**Run 1: M3 wires**

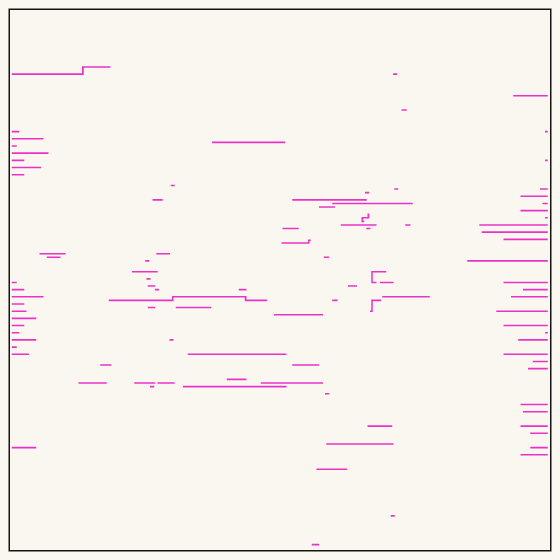
**Run 1: M2 wires**

Bar = 20 um.
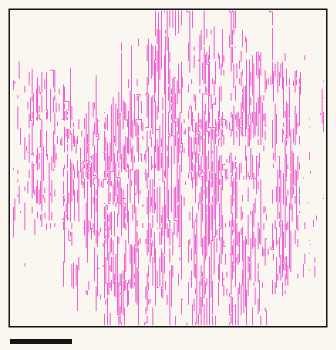
**Run 1: power grid**

Bar = 20 um. Pins as bars on the die edge.
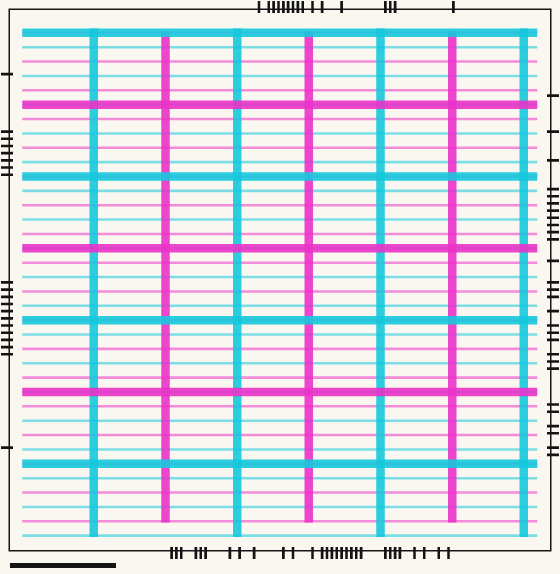
[config.mk]
export PLATFORM = sky130hd
export DESIGN_NAME = mm_tile_scheduler
export DESIGN_NICKNAME = d
export VERILOG_FILES = /design/src/rtl/matrix_mult_pkg.sv /design/src/rtl/mm_sched_addr_gen.sv /design/src/rtl/mm_tile_scheduler.sv
export SDC_FILE = /design/constraint.sdc
export NUM_CORES = 1
export LEC_CHECK = 0
export CORE_MARGIN = 2
export CORE_UTILIZATION = 55
export DETAILED_ROUTE_END_ITERATION = 16
export PLACE_DENSITY = 0.88
export SYNTH_ARGS = -nofsm -noshare
export SYNTH_HDL_FRONTEND = slang
export SYNTH_HIERARCHICAL = 1
export SYNTH_SLANG_ARGS = --single-unit
[constraint.sdc]
create_clock -name clk_i -period 4.6 [get_ports clk_i]
set_input_delay 0.69 -clock clk_i [delete_from_list [all_inputs] [get_ports clk_i]]
set_output_delay 0.69 -clock clk_i [all_outputs]
set_load 0.02 [all_outputs]
[src/rtl/matrix_mult_pkg.sv]
// Shared types and constants for the matrix-multiply tile scheduler.
package matrix_mult_pkg;

  // Largest K or N tile count a single job may request.
  localparam int unsigned MAX_TILES = 16;

  // Field widths of a latched job; these follow the default buffer depths (256 words).
  localparam int unsigned TILE_W   = $clog2(MAX_TILES) + 1;
  localparam int unsigned I_ADDR_W = 8;
  localparam int unsigned W_ADDR_W = 8;
  localparam int unsigned O_ADDR_W = 8;

  typedef enum logic [2:0] {
    StIdle,
    StIssue,
    StWait,
    StAdvance,
    StDone
  } sched_state_e;

  typedef struct packed {
    logic [TILE_W-1:0]   k_tiles;
    logic [TILE_W-1:0]   n_tiles;
    logic [I_ADDR_W-1:0] i_rows;
    logic [W_ADDR_W-1:0] w_base;
    logic [I_ADDR_W-1:0] i_base;
    logic [O_ADDR_W-1:0] o_base;
  } sched_job_struct;

endpackage

[src/rtl/mm_sched_addr_gen.sv]
// Per-tile offset and accumulate-enable generation from the latched job and (k, n).
// All offsets wrap naturally at the buffer depth.
module mm_sched_addr_gen
  import matrix_mult_pkg::*;
#(
  parameter int unsigned ROW = 4
) (
  input  sched_job_struct     job_i,
  input  logic [TILE_W-1:0]   k_i,
  input  logic [TILE_W-1:0]   n_i,
  output logic [W_ADDR_W-1:0] w_offset_o,
  output logic [I_ADDR_W-1:0] i_offset_o,
  output logic [O_ADDR_W-1:0] psum_offset_o,
  output logic [O_ADDR_W-1:0] o_offset_o,
  output logic                accum_en_o
);

  // Tiles are walked k-fastest, so tile index is n*K + k; each weight tile is ROW words.
  always_comb begin
    w_offset_o    = W_ADDR_W'(32'(job_i.w_base)
                    + (32'(n_i) * 32'(job_i.k_tiles) + 32'(k_i)) * ROW);
    i_offset_o    = I_ADDR_W'(32'(job_i.i_base) + 32'(k_i) * 32'(job_i.i_rows));
    o_offset_o    = O_ADDR_W'(32'(job_i.o_base) + 32'(n_i) * 32'(job_i.i_rows));
    psum_offset_o = o_offset_o;
    // First K slice of each output column starts fresh; later slices accumulate.
    accum_en_o    = (k_i != '0);
  end

endmodule

[src/rtl/mm_tile_scheduler.sv]
// Tiled matrix-multiply sequencer: turns one K x N job into single-tile wrapper runs.
// Optional watchdog on the per-tile wait, enabled by defining MM_SCHED_TIMEOUT_EN.
module mm_tile_scheduler #(
  parameter int unsigned ROW            = 4,
  parameter int unsigned COL            = 4,
  parameter int unsigned I_SIZE         = 256,
  parameter int unsigned W_SIZE         = 256,
  parameter int unsigned O_SIZE         = 256,
  parameter int unsigned MAX_TILES      = 16,
  parameter int unsigned TIMEOUT_CYCLES = 4096
) (
  input  logic                          clk_i,
  input  logic                          rst_async_i,
  input  logic                          job_valid_i,
  output logic                          job_ready_o,
  input  logic [$clog2(MAX_TILES):0]    job_k_tiles_i,
  input  logic [$clog2(MAX_TILES):0]    job_n_tiles_i,
  input  logic [$clog2(I_SIZE)-1:0]     job_i_rows_i,
  input  logic [$clog2(W_SIZE)-1:0]     job_w_base_i,
  input  logic [$clog2(I_SIZE)-1:0]     job_i_base_i,
  input  logic [$clog2(O_SIZE)-1:0]     job_o_base_i,
  input  logic                          abort_i,
  output logic                          mm_start_o,
  input  logic                          mm_done_i,
  output logic [$clog2(W_SIZE)-1:0]     mm_w_offset_o,
  output logic [$clog2(I_SIZE)-1:0]     mm_i_offset_o,
  output logic [$clog2(O_SIZE)-1:0]     mm_psum_offset_o,
  output logic [$clog2(O_SIZE)-1:0]     mm_o_offset_o,
  output logic [$clog2(I_SIZE)-1:0]     mm_i_rows_o,
  output logic                          mm_accum_en_o,
  output logic                          busy_o,
  output logic                          job_done_o,
  output logic                          err_o
);

  import matrix_mult_pkg::*;

  // The latched job struct is sized from the package; reject configurations it cannot hold.
  if ($clog2(I_SIZE) != I_ADDR_W || $clog2(W_SIZE) != W_ADDR_W || $clog2(O_SIZE) != O_ADDR_W
      || $clog2(MAX_TILES) + 1 != TILE_W || ROW == 0 || COL == 0 || TIMEOUT_CYCLES == 0)
  begin : g_bad_cfg
    $error("mm_tile_scheduler: parameters do not match matrix_mult_pkg widths");
  end

  sched_state_e      state_q, state_d;
  sched_job_struct   job_q, job_d;
  logic [TILE_W-1:0] k_q, k_d;
  logic [TILE_W-1:0] n_q, n_d;
  logic              err_q, err_d;
  logic              job_ok;
  logic              tmo_hit;

  // A job is runnable only if both tile counts are in 1..MAX_TILES.
  assign job_ok = (job_k_tiles_i != '0) && (job_n_tiles_i != '0)
                  && (32'(job_k_tiles_i) <= MAX_TILES) && (32'(job_n_tiles_i) <= MAX_TILES);

`ifdef MM_SCHED_TIMEOUT_EN
  localparam int unsigned TmoW = $clog2(TIMEOUT_CYCLES + 1);

  logic [TmoW-1:0] tmo_q, tmo_d;

  // Last WAIT cycle before the count would reach the limit.
  assign tmo_hit = (32'(tmo_q) == TIMEOUT_CYCLES - 1);

  // Wait-cycle counter: cleared while issuing, counts while waiting.
  always_comb begin
    tmo_d = tmo_q;
    if (state_q == StIssue) begin
      tmo_d = '0;
    end else if (state_q == StWait) begin
      tmo_d = tmo_q + 1'b1;
    end
  end

  // Watchdog counter register.
  always_ff @(posedge clk_i or posedge rst_async_i) begin
    if (rst_async_i) begin
      tmo_q <= '0;
    end else begin
      tmo_q <= tmo_d;
    end
  end
`else
  assign tmo_hit = 1'b0;
`endif

  // Next-state, job latch and tile-counter logic.
  always_comb begin
    state_d = state_q;
    job_d   = job_q;
    k_d     = k_q;
    n_d     = n_q;
    err_d   = err_q;
    unique case (state_q)
      StIdle: begin
        if (job_valid_i) begin
          job_d.k_tiles = job_k_tiles_i;
          job_d.n_tiles = job_n_tiles_i;
          job_d.i_rows  = job_i_rows_i;
          job_d.w_base  = job_w_base_i;
          job_d.i_base  = job_i_base_i;
          job_d.o_base  = job_o_base_i;
          k_d           = '0;
          n_d           = '0;
          err_d         = ~job_ok;
          state_d       = job_ok ? StIssue : StDone;
        end
      end
      StIssue: begin
        // Any mm_done_i here belongs to a previous run and is ignored.
        if (abort_i) begin
          err_d   = 1'b1;
          state_d = StDone;
        end else begin
          state_d = StWait;
        end
      end
      StWait: begin
        // Abort beats done; done beats a same-cycle timeout.
        if (abort_i) begin
          err_d   = 1'b1;
          state_d = StDone;
        end else if (mm_done_i) begin
          state_d = StAdvance;
        end else if (tmo_hit) begin
          err_d   = 1'b1;
          state_d = StDone;
        end
      end
      StAdvance: begin
        if (abort_i) begin
          err_d   = 1'b1;
          state_d = StDone;
        end else begin
          if ((k_q + 1'b1) < job_q.k_tiles) begin
            k_d = k_q + 1'b1;
          end else begin
            k_d = '0;
            n_d = n_q + 1'b1;
          end
          state_d = (n_d < job_q.n_tiles) ? StIssue : StDone;
        end
      end
      StDone: begin
        state_d = StIdle;
      end
      default: begin
        state_d = StIdle;
      end
    endcase
  end

  // State, job and counter registers.
  always_ff @(posedge clk_i or posedge rst_async_i) begin
    if (rst_async_i) begin
      state_q <= StIdle;
      job_q   <= '0;
      k_q     <= '0;
      n_q     <= '0;
      err_q   <= 1'b0;
    end else begin
      state_q <= state_d;
      job_q   <= job_d;
      k_q     <= k_d;
      n_q     <= n_d;
      err_q   <= err_d;
    end
  end

  mm_sched_addr_gen #(
    .ROW (ROW)
  ) u_addr_gen (
    .job_i         (job_q),
    .k_i           (k_q),
    .n_i           (n_q),
    .w_offset_o    (mm_w_offset_o),
    .i_offset_o    (mm_i_offset_o),
    .psum_offset_o (mm_psum_offset_o),
    .o_offset_o    (mm_o_offset_o),
    .accum_en_o    (mm_accum_en_o)
  );

  // Status and handshake outputs decoded straight from the state register.
  always_comb begin
    job_ready_o = (state_q == StIdle);
    mm_start_o  = (state_q == StIssue);
    busy_o      = (state_q != StIdle);
    job_done_o  = (state_q == StDone);
    err_o       = err_q;
    mm_i_rows_o = job_q.i_rows;
  end

endmodule

==> run summary, run 1 <==
yosys + openroad results -> outcome completed, DRT iter0 DRCs 135, Area Growth Syn to Fin 22.37%, worst reg2reg path depth 14, Cell Type Count 47, Total Routing Usage GR 0.2447, met3 WL post-DR 473 um, Routed Antenna Nets 0, Slew @ Worst Pin 0.7216 ns, placed inst area 6326 sq um, most numerous logic cell after layout clkdlybuf4s50_1, initial antenna violation count 0, Post-Place Cells 747, # setup viols final 0, CP bufs+invs 3, Residual DRC 0, grt total ovfl 0, final antenna diode count 0, H-tree depth 2, total CTS buffers 5, cell at the root of the clock tree clkbuf_8, CP max stage cell fa_1, wl on met1 4.612 mm, Die Wd 102.2 um, Post-Route Skew 0.005489 ns, # IOs 93, crit-path cells and2_2, fa_1, inv_1, fa_1, fa_1, inv_1, ha_1, xor2_1, ha_1, a21oi_2, xnor2_1, buf_4, pre-CTS setup slack -0.04007 ns, final hold vios 0, final worst slack 0.08630 ns, met1 Use GR 0.2860, CP peak stage delay 0.55 ns, worst-skew pair later-pin latency 0.32 ns, # hold bufs at CTS 0, die height 102.2 um, Most Crowded Layer GR met2
Back to the opening pictures, 'M3 wires':
The wires run mostly horizontal. The layer carries 473 um of wire. The layer holds 4.0% of the routed length. The longest straight run is 19.3 um.
vias: 4,058
global routing usage on met3: 0.03215
Detailed Route WL: 11.72 mm

Back to the opening pictures, 'M2 wires':
The layer carries 6,270 um of wire. The longest straight run is 45.9 um. The wires run mostly vertical. 691 nets have wire on it.
GR Layer Usage met2: 0.4514

Back to the opening pictures, 'power grid':
Key: cyan = VSS; magenta = VDD
36 met1 rails follow the rows. 7 straps on met4. 93 signal pins sit on the boundary. The core has 35 rows. 7 straps on met5.

-- run 1: synth_stat cells (all sizes together) --
| library cell | count | area [sq um] |
|---|---|---|
| a211oi | 1 | 7.510 |
| a21boi | 1 | 11.26 |
| a21o | 9 | 76.32 |
| a21oi | 13 | 65.06 |
| a31oi | 8 | 50.05 |
| a41oi | 2 | 17.52 |
| and2 | 36 | 229.0 |
| and3 | 1 | 6.260 |
| and4 | 1 | 11.26 |
| buf | 28 | 209.0 |
| clkbuf | 8 | 30.03 |
| dfrtp | 56 | 1401 |
| fa | 44 | 880.8 |
| ha | 46 | 575.6 |
| inv | 74 | 277.8 |
| mux2 | 36 | 405.4 |
| nand2 | 69 | 261.5 |
| nand2b | 4 | 25.02 |
| nand3 | 4 | 20.02 |
| nand3b | 3 | 22.52 |
| nand4 | 1 | 6.260 |
| nor2 | 6 | 22.52 |
| nor3 | 5 | 36.29 |
| nor3b | 2 | 15.01 |
| nor4 | 2 | 12.51 |
| o2111ai | 1 | 8.760 |
| o211ai | 1 | 7.510 |
| o21a | 2 | 15.01 |
| o21ai | 15 | 75.07 |
| o21bai | 4 | 30.03 |
| o22a | 1 | 8.760 |
| o22ai | 1 | 6.260 |
| o311a | 1 | 10.01 |
| o311ai | 1 | 8.760 |
| o32ai | 1 | 8.760 |
| or2 | 2 | 12.51 |
| or4 | 1 | 7.510 |
| xnor2 | 37 | 324.1 |
| xnor3 | 1 | 22.52 |
| xor2 | 10 | 87.58 |
-- run 1: where the power goes --
group	internal [uW]	switching, uW	leakage (uW)
clock network	178	171	0.0000614
registers	692	203	0.000669
logic	801	833	0.00224
total	1670	1210	0.00297
-- run 1: logic make-up after synthesis --
| kind of cell | share of synthesized area |
|---|---|
| AND/OR/NAND/NOR | 0.1296 |
| adder cells (fa/ha/maj) | 0.2743 |
| buffers and inverters | 0.09734 |
| AND-OR/OR-AND | 0.07660 |
| XOR/XNOR | 0.08178 |
| flip-flops | 0.2640 |
| multiplexers | 0.07636 |
-- run 1: worst paths after layout --
| check | start | endpoint | slack, ns |
|---|---|---|---|
| max | n_q[3] | mm_w_offset_o[7] | 0.09 |
| min in group asynchronous | rst_async_i | job_q[18] | 0.88 |
| min reg2reg | job_q[12] | job_q[12] | 0.52 |
| min | job_q[12] | job_q[12] | 0.52 |
| max reg2reg | k_q[0] | state_q[0] | 0.69 |
| max in group asynchronous | rst_async_i | k_q[0] | 3.20 |
-- run 1: metrics by stage --
stage / utilization / TNS (ns) / power, uW
detailed placement: 0.6814 / -0.09361 / 2528
global route: 0.6997 / -0.1762 / 3083
CTS: 0.6982 / -0.09106 / 2888
floorplan: - / 0 / 1985
finish: 0.6997 / 0 / 2878
global placement: 0.6814 / 0 / 2455
-- run 1: area by class of cell --
class / count / area (sq um) / share of cell area
multi-input cells: 373 / 3412 / 0.5252
flip-flops and latches: 56 / 1415 / 0.2178
repair buffers: 119 / 1109 / 0.1706
inverters: 74 / 277.8 / 0.04276
well taps: 129 / 161.4 / 0.02485
clock buffers: 6 / 82.58 / 0.01271
clock inverters: 2 / 38.79 / 0.005971
-- run 1: repair_timing --
item	CTS	global route
gates resized	31	20
gates cloned	0	0
pin swaps	0	6
setup buffers	4	0
endpoints found under the setup margin	12	11
--- run 2 (diff from run 1) ---
==> constraint.sdc (replaced) <==
create_clock -name clk_i -period 4.6 [get_ports clk_i]
set_input_delay 0.46 -clock clk_i [delete_from_list [all_inputs] [get_ports clk_i]]
set_output_delay 0.46 -clock clk_i [all_outputs]
set_load 0.02 [all_outputs]
**Run 2: M3 wires**

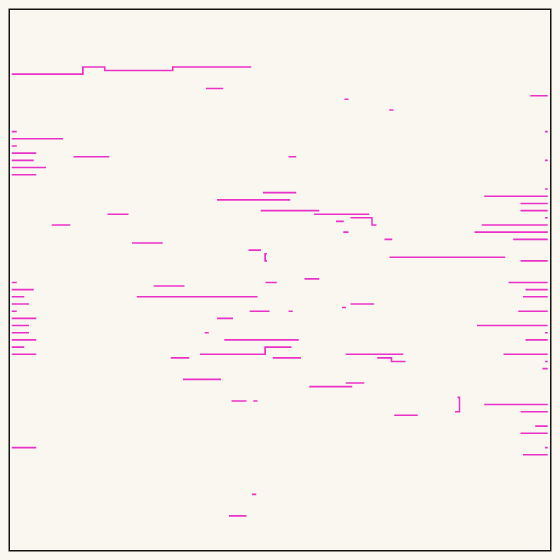
79 nets have wire on it. The layer holds 4.2% of the routed length. The wires run mostly horizontal. The longest straight run is 22.5 um.
vias: 4,000
Detailed Route WL: 11.49 mm
global routing usage on met3: 0.03010

**Run 2: power grid**

Bar = 20 um. Pins as bars on the die edge.
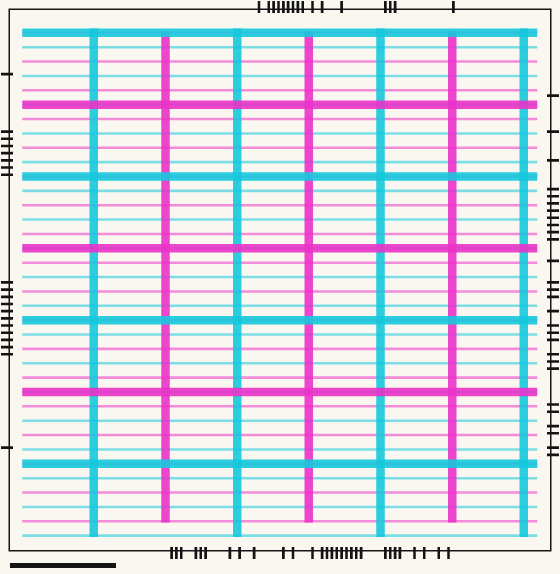
Key: cyan = VSS; magenta = VDD
93 signal pins sit on the boundary. 7 straps on met5. 36 met1 rails follow the rows. 7 straps on met4.
die height: 102.2 um
Die Wd: 102.2 um
core area: 9284 sq um

==> run summary, run 2 <==
yosys + openroad results -> Cell Type Count 47 (unchanged), largest area contributor in the netlist dfrtp_1, Top FF cell, synth dfrtp_1, Tmin final 4.398 ns, total CTS buffers 5 (unchanged), # setup viols final 0 (unchanged), CP peak stage delay 0.55 ns (about the same), Slew @ Worst Pin 1.134 ns (+0.4119 ns), Post-synth EDFFs 0 (unchanged), # IOs 93 (unchanged), initial antenna violation count 0 (unchanged), top cells, area dfrtp_1, fa_1, ha_1, Fin Hold WS 0.5178 ns, Post-Route Skew 0.004046 ns (-0.001443 ns), Post-Place Cells 739 (-1.1%), Seq cells post-synth 56, worst-skew pair later-pin latency 0.31 ns (about the same), Rel. slew slack 0.2443, crit-path cells buf_4, and2_2, fa_1, fa_1, inv_1, fa_1, inv_1, ha_1, inv_1, o21bai_1, a21oi_1, xnor2_1, dlygate4sd2_1, asr flop ratio synth 1.000 (unchanged), ys cells 539, H-tree depth 2 (unchanged), critical path class reg -> out, Routed Antenna Nets 0 (unchanged), Top-area cell share 0.2640 (unchanged), CP max stage cell fa_1, critical path endpoint category output port, setup bufs post-CTS 0 (-4), crit path from n_q[3], grt total ovfl 0 (unchanged), R2R Path Start k_q[0], largest net degree at the start of global routing 57, worst hold path startpoint job_q[17], leak pwr 0.002922 uW, vias per inst 5.369, DRT iter0 DRCs 144 (+6.7%), Total Routing Usage GR 0.2349 (-0.009789), fmax 227.4 MHz, DP HPWL 9.009 mm, synth cell count leaders inv_1, nand2_1, dfrtp_1, CTS Sinks 56, Residual DRC 0 (unchanged), most numerous logic cell after layout clkdlybuf4s50_1, cell at the root of the clock tree clkbuf_8, Yosys top cell by instances inv_1, outcome completed, Final GP Congestion 0.8314, final antenna diode count 0 (unchanged), Area Growth Syn to Fin 20.10%, unrepaired setup endpoints after global routing yes, worst reg2reg path depth 14 (unchanged), final hold vios 0 (unchanged), post-synthesis instance total 539, slack of the worst reg-to-reg path 0.64 ns (-0.05 ns)
**Run 2: M2 wires**

Bar = 20 um.
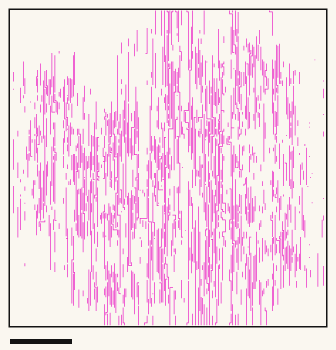
The wires run mostly vertical. 667 nets have wire on it. The longest straight run is 33.8 um. The layer holds 53% of the routed length.

run 2: cell types whose count changed in the layout (fill, tap and decap cells not counted), moves of 2 or more:
cell / before / now
buf_4: 27 / 15
dlymetal6s2s_1: 0 / 3
buf_6: 3 / 0
clkdlybuf4s50_1: 80 / 82
run 2: worst paths after layout:
| path | endpoint |
|---|---|
| max reg2reg | state_q[0] |
| min | job_q[17] |
| min in group asynchronous | job_q[40] |
| max | mm_psum_offset_o[7] |
| max in group asynchronous | k_q[1] |
| min reg2reg | job_q[17] |
run 2: area by class of cell:
class	count	area [sq um]
multi-input combinational	373	3396
fill	695	2908
sequential	56	1414
timing repair buffer	107	1028
inverter	74	277.8
tap	129	161.4
clock buffer	5	68.82
clock inverter	1	30.03
run 2: power by group:
part / switching, uW / internal [uW] / leakage, uW / total (uW)
Sequential: 230 / 690 / 0.000670 / 920
Clock: 164 / 157 / 0.0000501 / 321
Combinational: 773 / 754 / 0.00220 / 1530
Total: 1170 / 1600 / 0.00292 / 2770
run 2: kinds of logic (layout without fill, tap and decap cells):
family          count (synthesis)  after routing  share of synthesized area
compound gates                 62             62                    0.07660
xor+xnor                       48             48                    0.08178
fa+ha+maj                      90             90                     0.2743
buf+inv                       110            187                    0.09734
flops                          56             56                     0.2640
mux                            36             36                    0.07636
simple gates                  137            137                     0.1296
run 2: worst max-delay path: cells and delay by family, from the launching register on:
| family | cells | cell delay (ns) |
|---|---|---|
| adders and majority gates | 4 | 1.90 |
| buffers and inverters | 5 | 0.70 |
| and+or+nand+nor | 1 | 0.21 |
| xor gates and xnor gates | 1 | 0.15 |
| DFF | 1 | 0.42 |
| AOI/OAI and AO/OA | 2 | 0.25 |
run 2: metrics by stage:
stage / worst slack (ns) / power [uW] / TNS [ns] / util / cell area (sq um)
5_1_grt: -0.03640 / 2965 / -0.07229 / 0.6868 / 6376
4_1_cts: 0.008575 / 2793 / 0 / 0.6852 / 6361
2_1_floorplan: 0.5424 / 1985 / 0 / - / 5309
3_3_place_gp: 0.2224 / 2419 / 0 / 0.6749 / 6266
3_5_place_dp: 0.1511 / 2489 / 0 / 0.6749 / 6266
6_report: 0.2023 / 2768 / 0 / 0.6868 / 6376
run 2: layer usage:
layer  wire (um)  track usage  vias to the layer above
met2        6055       0.4216                      121
met5           0            0                        -
li1            -            -                     1873
met3         480      0.03010                       21
met4         257      0.07385                        0
met1        4696       0.2956                     1985
run 2: timing repair:
action	4_1_cts	5_1_grt
gates resized	11	13
setup endpoints to repair	8	8
hold buffers	0	0
pin swaps	0	0
Power and IR drop assume default switching activity.
